Design ctrl_decode_pipe, sky130hd; sources not shown.
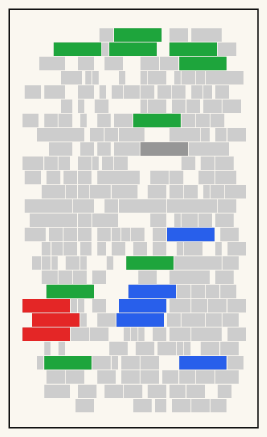
Fig. 1. Where the registers sit (run 1).
Other sequential cells in the stronger gray, the rest of the logic in the fainter gray.
| signal | color | flops |
|---|---|---|
| `aluop_q` | red | 3 |
| `rd_q` | blue | 5 |
| `ctrl_q` | green | 9 |
Core Util, Final: 74.8%
Seq/total area: 19.2%
sequential power: 0.372 mW
Flop area: 450 sq um

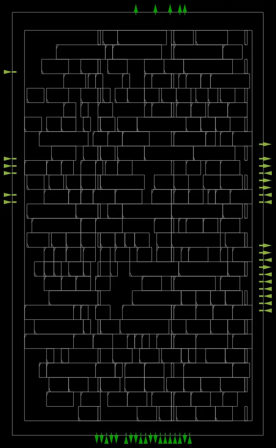
Fig. 2. Placed standard cells (run 1).
n_taps: 43
Flops: 18

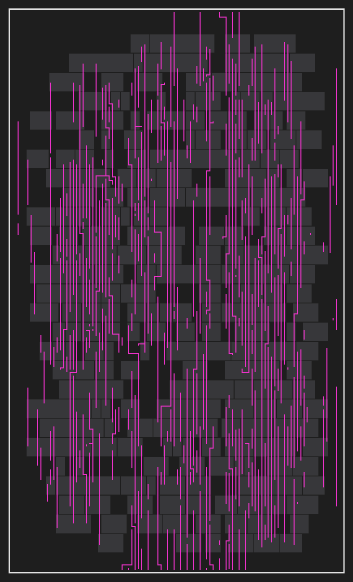
Fig. 3. M2 wires (run 1).
Cells faint in the background.
share of all routed wire: 60%
main direction: vertical
longest straight run: 36.4 microns
nets with wire on the layer: 237
drt total wl: 4450 microns
via count: 1369
M2 GR Usage: 44.2%

==> metrics.cfg, run 1 <==
[global_route]
gr-total-overflow = 0
antenna_found_initial = 0
grt_max_degree = 19
top_usage_layer = met2
grt_usage_pct = 23.5
grt_pass1_wl_microns = 6330

[placement]
dpl.hpwl_microns = 3260
io_buffers = 47
gp_congestion = 0.831

[yosys]
mux_area_share_pct = 10.1
ys.flop_type = dfrtp_1
syn_area_sq_um = 1310
netlist_top_cells_count = nor2_1 (20), dfrtp_1 (18), mux2i_1 (12)
most_common_cell = nor2_1
yosys_cells = 134
synthTopLogicFamily = AND-OR/OR-AND gates
yosysTopAreaCellShare_pct = 34.5
yosys.area_share.simple_pct = 17.6
ys_seq_share_pct = 34.5

[pwr]
ir_drop_v = 0.000346
clock_power_share_pct = 27.7
pg_clk_mw = 0.278
p_seq_share_pct = 37.0
maxPowerGroup = sequential cells
power.leakage_nw = 1.10

[critical_path]
cp.depth = 7
crit_chain = clkdlybuf4s50_1, xor2_1, nor2_2, o2111ai_4, o21ai_4, and2b_2, buf_6
arrival_ns = 1.92
worstSetupStartpointType = input port

[status]
violations = setup timing
status = finished, violations left

[clock_tree]
root_buffer = clkbuf_8
ctsHoldBuffers = 0
clk_pin_slew_worst_paths_ns = 0.07
cts_buffers = 3

[sta]
grt_setup_unrepaired = yes
fin_ws_ns = -0.239
worst_pin_slew_ns = 0.692
final.setup.tns_ns = -3.06
setup_violations = 18
period_minus_slack_ns = 2.34

[cells_and_area]
buffer_area_share_pct = 38.0
stdcell_count = 269
num-clock-buffers = 4
diodes = 0
nets = 258
comb_area_share_pct = 36.7
logic_gates = 102
largest_class = non-clock buffers

[drt]
met1_length_microns = 1500
routed.top_layer = met4
first_pass_iters = 4
drcViolationCount = 0

[floorplan]
fp_util_pct = 41.5
core_sq_um = 3140
ios = 48
chipArea_sq_um = 3750
row_count = 27

==> run 2: changes to the inputs <==
- CORE_MARGIN: 2 -> unset
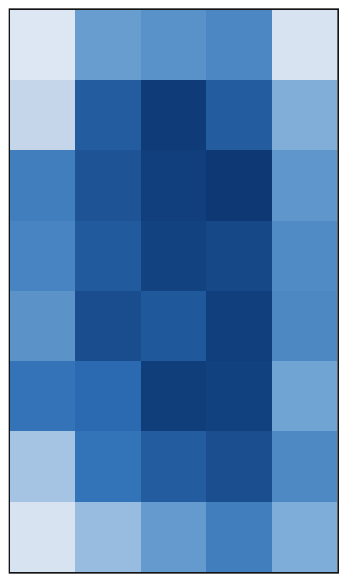
Fig. 4. Placement density heat map (run 2).
5 x 8 tiles, from white (low) to dark blue (high), 0 to 100% covered.
densest ninth of the die: center
fullest tile: 97%
tiles over 75% full: 43%
mean over tiles: 67%
Init Core Util: 41.5%
Core Util, Final: 76.9%
core area: 3140 sq um

==> run 2 against run 1 <==
Compared with the run above:
- the run still ends with setup timing left
- via count up 3.7%
- power up 3.3%
- die area decreased by 6.6%
- critical path depth is 3 higher
- count of clock-buffer cells in the layout stayed put
- cell count up 2.2%
- global-route usage increased by 3.2 points
- critical path type unchanged
- largest cell class unchanged
- largest power group is now combinational logic
==> metrics.cfg, run 2 <==
[clock_tree]
cts_buffers = 3  ; unchanged
clk_pin_slew_worst_paths_ns = 0.07  ; about the same
root_buffer = clkbuf_8  ; unchanged
ctsHoldBuffers = 0  ; unchanged

[drt]
vias = 1420  ; was 1369
routed_wl_microns = 4550  ; was 4450 microns
routed.top_layer = met4  ; unchanged

[cells_and_area]
num-clock-buffers = 4  ; unchanged
flop_area_sq_um = 450  ; unchanged
logic_gates = 102  ; unchanged
comb_area_share_pct = 36.6  ; was 36.7%
ff_count = 18  ; unchanged
largest_class = non-clock buffers  ; unchanged
diodes = 0  ; unchanged

[floorplan]
ios = 48  ; unchanged
taps = 43  ; unchanged
row_count = 27  ; unchanged

[pwr]
p_seq_share_pct = 35.9  ; was 37.0%
powerSeq_mw = 0.373  ; was 0.372 mW
pg_clk_mw = 0.292  ; was 0.278 mW
power.leakage_nw = 1.10  ; about the same

[yosys]
ys.flop_type = dfrtp_1  ; unchanged
synthTopLogicFamily = AND-OR/OR-AND gates  ; unchanged
mux_area_share_pct = 10.1  ; unchanged
yosysTopAreaCellShare_pct = 34.5  ; unchanged
ys_seq_share_pct = 34.5  ; unchanged
yosys.area_share.simple_pct = 17.6  ; unchanged
netlist_top_cells_count = nor2_1 (20), dfrtp_1 (18), mux2i_1 (12)  ; unchanged
most_common_cell = nor2_1  ; unchanged
syn_area_sq_um = 1310  ; unchanged

[sta]
grt_setup_unrepaired = yes  ; unchanged
worst_pin_slew_ns = 0.740  ; was 0.692 ns
setup_violations = 5  ; was 18
period_minus_slack_ns = 2.33  ; was 2.34 ns
fin_ws_ns = -0.226  ; was -0.239 ns

[critical_path]
arrival_ns = 1.91  ; was 1.92 ns
cp.depth = 10  ; was 7
crit_chain = buf_6, clkinvlp_4, ha_4, buf_4, nand3b_1, o21a_1, o32a_4, o21ai_4, and2b_2, buf_6  ; was clkdlybuf4s50_1, xor2_1, nor2_2, o2111ai_4, o21ai_4, and2b_2, buf_6
worstSetupStartpointType = input port  ; unchanged

[global_route]
grt_max_degree = 19  ; unchanged
antenna_found_initial = 0  ; unchanged

[placement]
io_buffers = 47  ; unchanged
gp_congestion = 0.926  ; was 0.831

[status]
violations = setup timing  ; unchanged
status = finished, violations left  ; unchanged

No activity file was given, so power comes from the tool's default toggle rates.
